### config.mk
export PLATFORM = sky130hd
export DESIGN_NAME = regfile_wb_arbiter_flat
export DESIGN_NICKNAME = d
export VERILOG_FILES = /design/src/rtl/regfile_pkg.sv /design/src/rtl/regfile_wb_arbiter_if.sv /design/src/rtl/rr_arbiter.sv /design/src/rtl/regfile_wb_arbiter.sv /design/src/flat_wrapper.sv
export SDC_FILE = /design/constraint.sdc
export NUM_CORES = 1
export LEC_CHECK = 0
export CAP_MARGIN = 5
export CORE_AREA = 4 4 101 103
export DETAILED_ROUTE_END_ITERATION = 7
export DIE_AREA = 0 0 105 107
export HOLD_SLACK_MARGIN = 0.15
export PLACE_DENSITY_LB_ADDON = 0.1
export SLEW_MARGIN = 20
export SYNTH_ARGS = -nofsm -noshare
export SYNTH_HDL_FRONTEND = slang
export SYNTH_SLANG_ARGS = --single-unit
### constraint.sdc
create_clock -name clk -period 6.2 [get_ports clk]
set_input_delay 0.62 -clock clk [delete_from_list [all_inputs] [get_ports clk]]
set_output_delay 0.62 -clock clk [all_outputs]
set_load 0.02 [all_outputs]
### src/rtl/regfile_pkg.sv
// Shared register-file definitions used by the regfile, decode and write-back arbiter.
//   REG_ADDR_W : register address width
//   REG_DATA_W : register data width
//   NUM_REGS   : number of architectural registers
package regfile_pkg;

  localparam int unsigned REG_ADDR_W = 5;
  localparam int unsigned REG_DATA_W = 32;
  localparam int unsigned NUM_REGS   = 32;

  typedef logic [REG_ADDR_W-1:0] reg_addr_t;
  typedef logic [REG_DATA_W-1:0] reg_data_t;

endpackage

### src/rtl/regfile_wb_arbiter_if.sv
// Bundle of write-back request, reservation, regfile-port and scoreboard signals.
//   master : producers / issue stage side (drives requests and reservations)
//   slave  : write-back arbiter side (drives grants, regfile port, pending bitmap)
// Requester slot i occupies req_addr[i*ADDR_W +: ADDR_W] and req_data[i*DATA_W +: DATA_W].
interface regfile_wb_arbiter_if #(
  parameter int unsigned N_REQ  = 3,
  parameter int unsigned ADDR_W = 5,
  parameter int unsigned DATA_W = 32
);

  logic [N_REQ-1:0]        req_valid;
  logic [N_REQ*ADDR_W-1:0] req_addr;
  logic [N_REQ*DATA_W-1:0] req_data;
  logic [N_REQ-1:0]        req_ready;
  logic                    rsv_valid;
  logic [ADDR_W-1:0]       rsv_addr;
  logic                    wb_we;
  logic [ADDR_W-1:0]       wb_waddr;
  logic [DATA_W-1:0]       wb_wdata;
  logic [(1<<ADDR_W)-1:0]  pending;

  modport master (
    output req_valid, req_addr, req_data, rsv_valid, rsv_addr,
    input  req_ready, wb_we, wb_waddr, wb_wdata, pending
  );

  modport slave (
    input  req_valid, req_addr, req_data, rsv_valid, rsv_addr,
    output req_ready, wb_we, wb_waddr, wb_wdata, pending
  );

endinterface

### src/rtl/rr_arbiter.sv
// Round-robin arbiter with rotating priority.
//   clk, reset : clock, asynchronous active-high reset
//   req_i      : request vector
//   advance_i  : a grant is being accepted this cycle; pointer moves past the winner
//   gnt_o      : one-hot grant (all-zero when no request)
//   gnt_idx_o  : index of the granted requester
module rr_arbiter #(
  parameter int unsigned N = 3,
  localparam int unsigned IdxW = $clog2(N)
) (
  input  logic            clk,
  input  logic            reset,
  input  logic [N-1:0]    req_i,
  input  logic            advance_i,
  output logic [N-1:0]    gnt_o,
  output logic [IdxW-1:0] gnt_idx_o
);

  logic [IdxW-1:0] ptr_q, ptr_d;
  logic [IdxW-1:0] cand_idx;
  int unsigned     cand;
  logic            found;

  // Search starts at ptr_q and wraps modulo N; first requester found wins.
  always_comb begin
    gnt_o     = '0;
    gnt_idx_o = '0;
    found     = 1'b0;
    cand      = 0;
    cand_idx  = '0;
    for (int unsigned k = 0; k < N; k++) begin
      cand = 32'(ptr_q) + k;
      if (cand >= N) cand = cand - N;
      cand_idx = IdxW'(cand);
      if (!found && req_i[cand_idx]) begin
        found            = 1'b1;
        gnt_o[cand_idx]  = 1'b1;
        gnt_idx_o        = cand_idx;
      end
    end
  end

  always_comb begin
    ptr_d = ptr_q;
    if (advance_i) begin
      ptr_d = (gnt_idx_o == IdxW'(N - 1)) ? '0 : gnt_idx_o + 1'b1;
    end
  end

  always_ff @(posedge clk or posedge reset) begin
    if (reset) ptr_q <= '0;
    else       ptr_q <= ptr_d;
  end

endmodule

### src/rtl/regfile_wb_arbiter.sv
// Write-back arbiter and register scoreboard for the regfile's single write port.
//   clk   : clock; the regfile samples wb_* on the negedge following each posedge
//   reset : asynchronous, active-high
//   bus   : slave side of regfile_wb_arbiter_if
//           req_valid/req_addr/req_data in, req_ready out (one-hot grant)
//           rsv_valid/rsv_addr in (destination reservation from issue)
//           wb_we/wb_waddr/wb_wdata out (registered regfile write port)
//           pending out (per-register outstanding-write bitmap)
module regfile_wb_arbiter
  import regfile_pkg::*;
#(
  parameter int unsigned N_REQ  = 3,
  parameter int unsigned ADDR_W = REG_ADDR_W,
  parameter int unsigned DATA_W = REG_DATA_W
) (
  input logic                 clk,
  input logic                 reset,
  regfile_wb_arbiter_if.slave bus
);

  localparam int unsigned IdxW    = $clog2(N_REQ);
  localparam int unsigned NumRegs = 1 << ADDR_W;

  logic [N_REQ-1:0]   gnt;
  logic [IdxW-1:0]    gnt_idx;
  logic               accept;
  logic [ADDR_W-1:0]  win_addr;
  logic [DATA_W-1:0]  win_data;

  logic               wb_we_q, wb_we_d;
  logic [ADDR_W-1:0]  wb_waddr_q, wb_waddr_d;
  logic [DATA_W-1:0]  wb_wdata_q, wb_wdata_d;
  logic [NumRegs-1:0] pending_q, pending_d;

  // No back-pressure downstream, so any valid request is accepted immediately.
  assign accept = |bus.req_valid;

  rr_arbiter #(
    .N (N_REQ)
  ) u_rr_arbiter (
    .clk       (clk),
    .reset     (reset),
    .req_i     (bus.req_valid),
    .advance_i (accept),
    .gnt_o     (gnt),
    .gnt_idx_o (gnt_idx)
  );

  assign bus.req_ready = gnt;

  always_comb begin
    win_addr = bus.req_addr[gnt_idx*ADDR_W +: ADDR_W];
    win_data = bus.req_data[gnt_idx*DATA_W +: DATA_W];
  end

  // r0 writes complete the handshake but never reach the regfile.
  always_comb begin
    wb_we_d    = 1'b0;
    wb_waddr_d = wb_waddr_q;
    wb_wdata_d = wb_wdata_q;
    if (accept) begin
      wb_we_d    = (win_addr != '0);
      wb_waddr_d = win_addr;
      wb_wdata_d = win_data;
    end
  end

  // Clear from the completing write, then set from a new reservation so set wins.
  always_comb begin
    pending_d = pending_q;
    if (wb_we_q) pending_d[wb_waddr_q] = 1'b0;
    if (bus.rsv_valid && (bus.rsv_addr != '0)) pending_d[bus.rsv_addr] = 1'b1;
    pending_d[0] = 1'b0;
  end

  always_ff @(posedge clk or posedge reset) begin
    if (reset) begin
      wb_we_q    <= 1'b0;
      wb_waddr_q <= '0;
      wb_wdata_q <= '0;
      pending_q  <= '0;
    end else begin
      wb_we_q    <= wb_we_d;
      wb_waddr_q <= wb_waddr_d;
      wb_wdata_q <= wb_wdata_d;
      pending_q  <= pending_d;
    end
  end

  assign bus.wb_we    = wb_we_q;
  assign bus.wb_waddr = wb_waddr_q;
  assign bus.wb_wdata = wb_wdata_q;
  assign bus.pending  = pending_q;

endmodule
### src/flat_wrapper.sv
// flat-port wrapper written by rule: the top's interface ports become plain ports
module regfile_wb_arbiter_flat import regfile_pkg::*;
#(
  parameter int unsigned N_REQ  = 3,
  parameter int unsigned ADDR_W = REG_ADDR_W,
  parameter int unsigned DATA_W = REG_DATA_W
)
  (clk, reset, bus_req_valid, bus_req_addr, bus_req_data, bus_rsv_valid, bus_rsv_addr, bus_req_ready, bus_wb_we, bus_wb_waddr, bus_wb_wdata, bus_pending);
  regfile_wb_arbiter_if #(.N_REQ(N_REQ), .ADDR_W(ADDR_W), .DATA_W(DATA_W)) bus_i ();
  input logic clk;
  input logic reset;
  input wire logic [$bits(bus_i.req_valid)-1:0] bus_req_valid;
  input wire logic [$bits(bus_i.req_addr)-1:0] bus_req_addr;
  input wire logic [$bits(bus_i.req_data)-1:0] bus_req_data;
  input wire logic [$bits(bus_i.rsv_valid)-1:0] bus_rsv_valid;
  input wire logic [$bits(bus_i.rsv_addr)-1:0] bus_rsv_addr;
  output wire logic [$bits(bus_i.req_ready)-1:0] bus_req_ready;
  output wire logic [$bits(bus_i.wb_we)-1:0] bus_wb_we;
  output wire logic [$bits(bus_i.wb_waddr)-1:0] bus_wb_waddr;
  output wire logic [$bits(bus_i.wb_wdata)-1:0] bus_wb_wdata;
  output wire logic [$bits(bus_i.pending)-1:0] bus_pending;
  assign bus_i.req_valid = bus_req_valid;
  assign bus_i.req_addr = bus_req_addr;
  assign bus_i.req_data = bus_req_data;
  assign bus_i.rsv_valid = bus_rsv_valid;
  assign bus_i.rsv_addr = bus_rsv_addr;
  assign bus_req_ready = bus_i.req_ready;
  assign bus_wb_we = bus_i.wb_we;
  assign bus_wb_waddr = bus_i.wb_waddr;
  assign bus_wb_wdata = bus_i.wb_wdata;
  assign bus_pending = bus_i.pending;
  regfile_wb_arbiter #(.N_REQ(N_REQ), .ADDR_W(ADDR_W), .DATA_W(DATA_W)) u_core (.clk(clk), .reset(reset), .bus(bus_i));
endmodule
### Clock routing

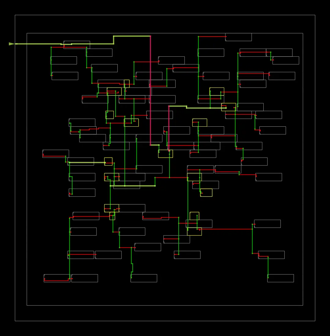
Clk Latency, worst-skew pair: 0.34 ns
CTS buffer count: 9

### Pin map

Pins as bars across the die edge, other pins in gray.
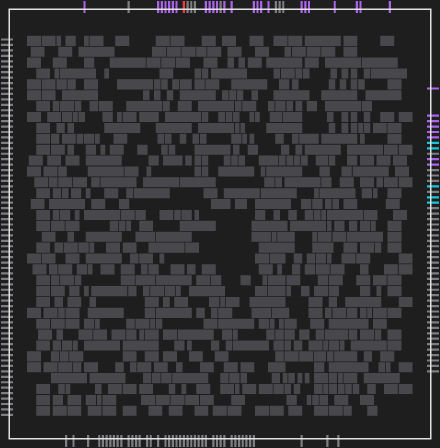
[bus_rsv_valid] red | pins: 1 | direction: input | edge: north
[bus_pending] purple | pins: 32 | direction: output | edge: 24 north, 8 east
[bus_wb_waddr] cyan | pins: 5 | direction: output | edge: east
all pins by edge: 70 west, 49 east, 43 south, 33 north
Die Wd: 105 µm
Buffers on Ports: 193
Die H: 107 µm

==> reports/qor.csv <==
metric,value,unit
status,"complete, no violations",
kind of critical path,flop to output port,
worst-margin pin slew,1.02,ns
Worst Setup SP,u_core.u_rr_arbiter.ptr_q[1],
largest net degree at the start of global routing,72,
Seq/total area,28.2,%
max-cap violations,0,
GRT overflow,0,
DRC Markers,0,
inverter count,7,
Flops,71,
distinct lib cells,39,
"Buffers, non-clock",200,
logic area,2140,µm²
register area,1780,µm²
Peak Freq,287,MHz
CP Launch Type,flop,
Antenna Cells,0,
Post-DP Area,6050,µm²
Worst path max stage delay,0.61,ns
CLK BUF,10,
number of synthesized register bits,71,
critical-path cell list,inv_1 -> ha_1 -> mux2i_1 -> mux2i_1 -> inv_1 -> nor2_1 -> a21oi_1 -> clkdlybuf4s50_1,
pre-CTS WS,2.85,ns
setup TNS,0,ns
post-synth net total,584,
FP Util,44.9,%
Placer Congestion,0.875,
layer usage:
layer  part of all wire (%)  GRT usage [%]  up-vias
met5                      0              0        -
met4                    2.0           9.00        0
met3                     11           8.49       22
met2                     48           42.6      273
met1                     39           32.9     2176
li1                       -              -     2073
logic make-up after synthesis:
family                     synth area share [%]
DFF                                        43.0
other                                    0.0908
AOI/OAI and AO/OA                          26.9
and+or+nand+nor                            21.7
muxes                                      1.33
adders and majority gates                  1.21
buffers and inverters                      5.73
registers in the layout, indices dropped and copies added, names as in the netlist:
name and cells:
u_core.u_rr_arbiter.ptr_q 2, u_core.bus.wb_we 1, u_core.bus.wb_wdata 32, u_core.bus.wb_waddr 5
u_core.bus.pending 31
where the power goes:
group,leakage [µW],internal [µW],switching [µW]
Combinational,0.00143,973,1270
Sequential,0.000831,704,168
Clock,0.0000902,158,185
Power and IR drop assume default switching activity.
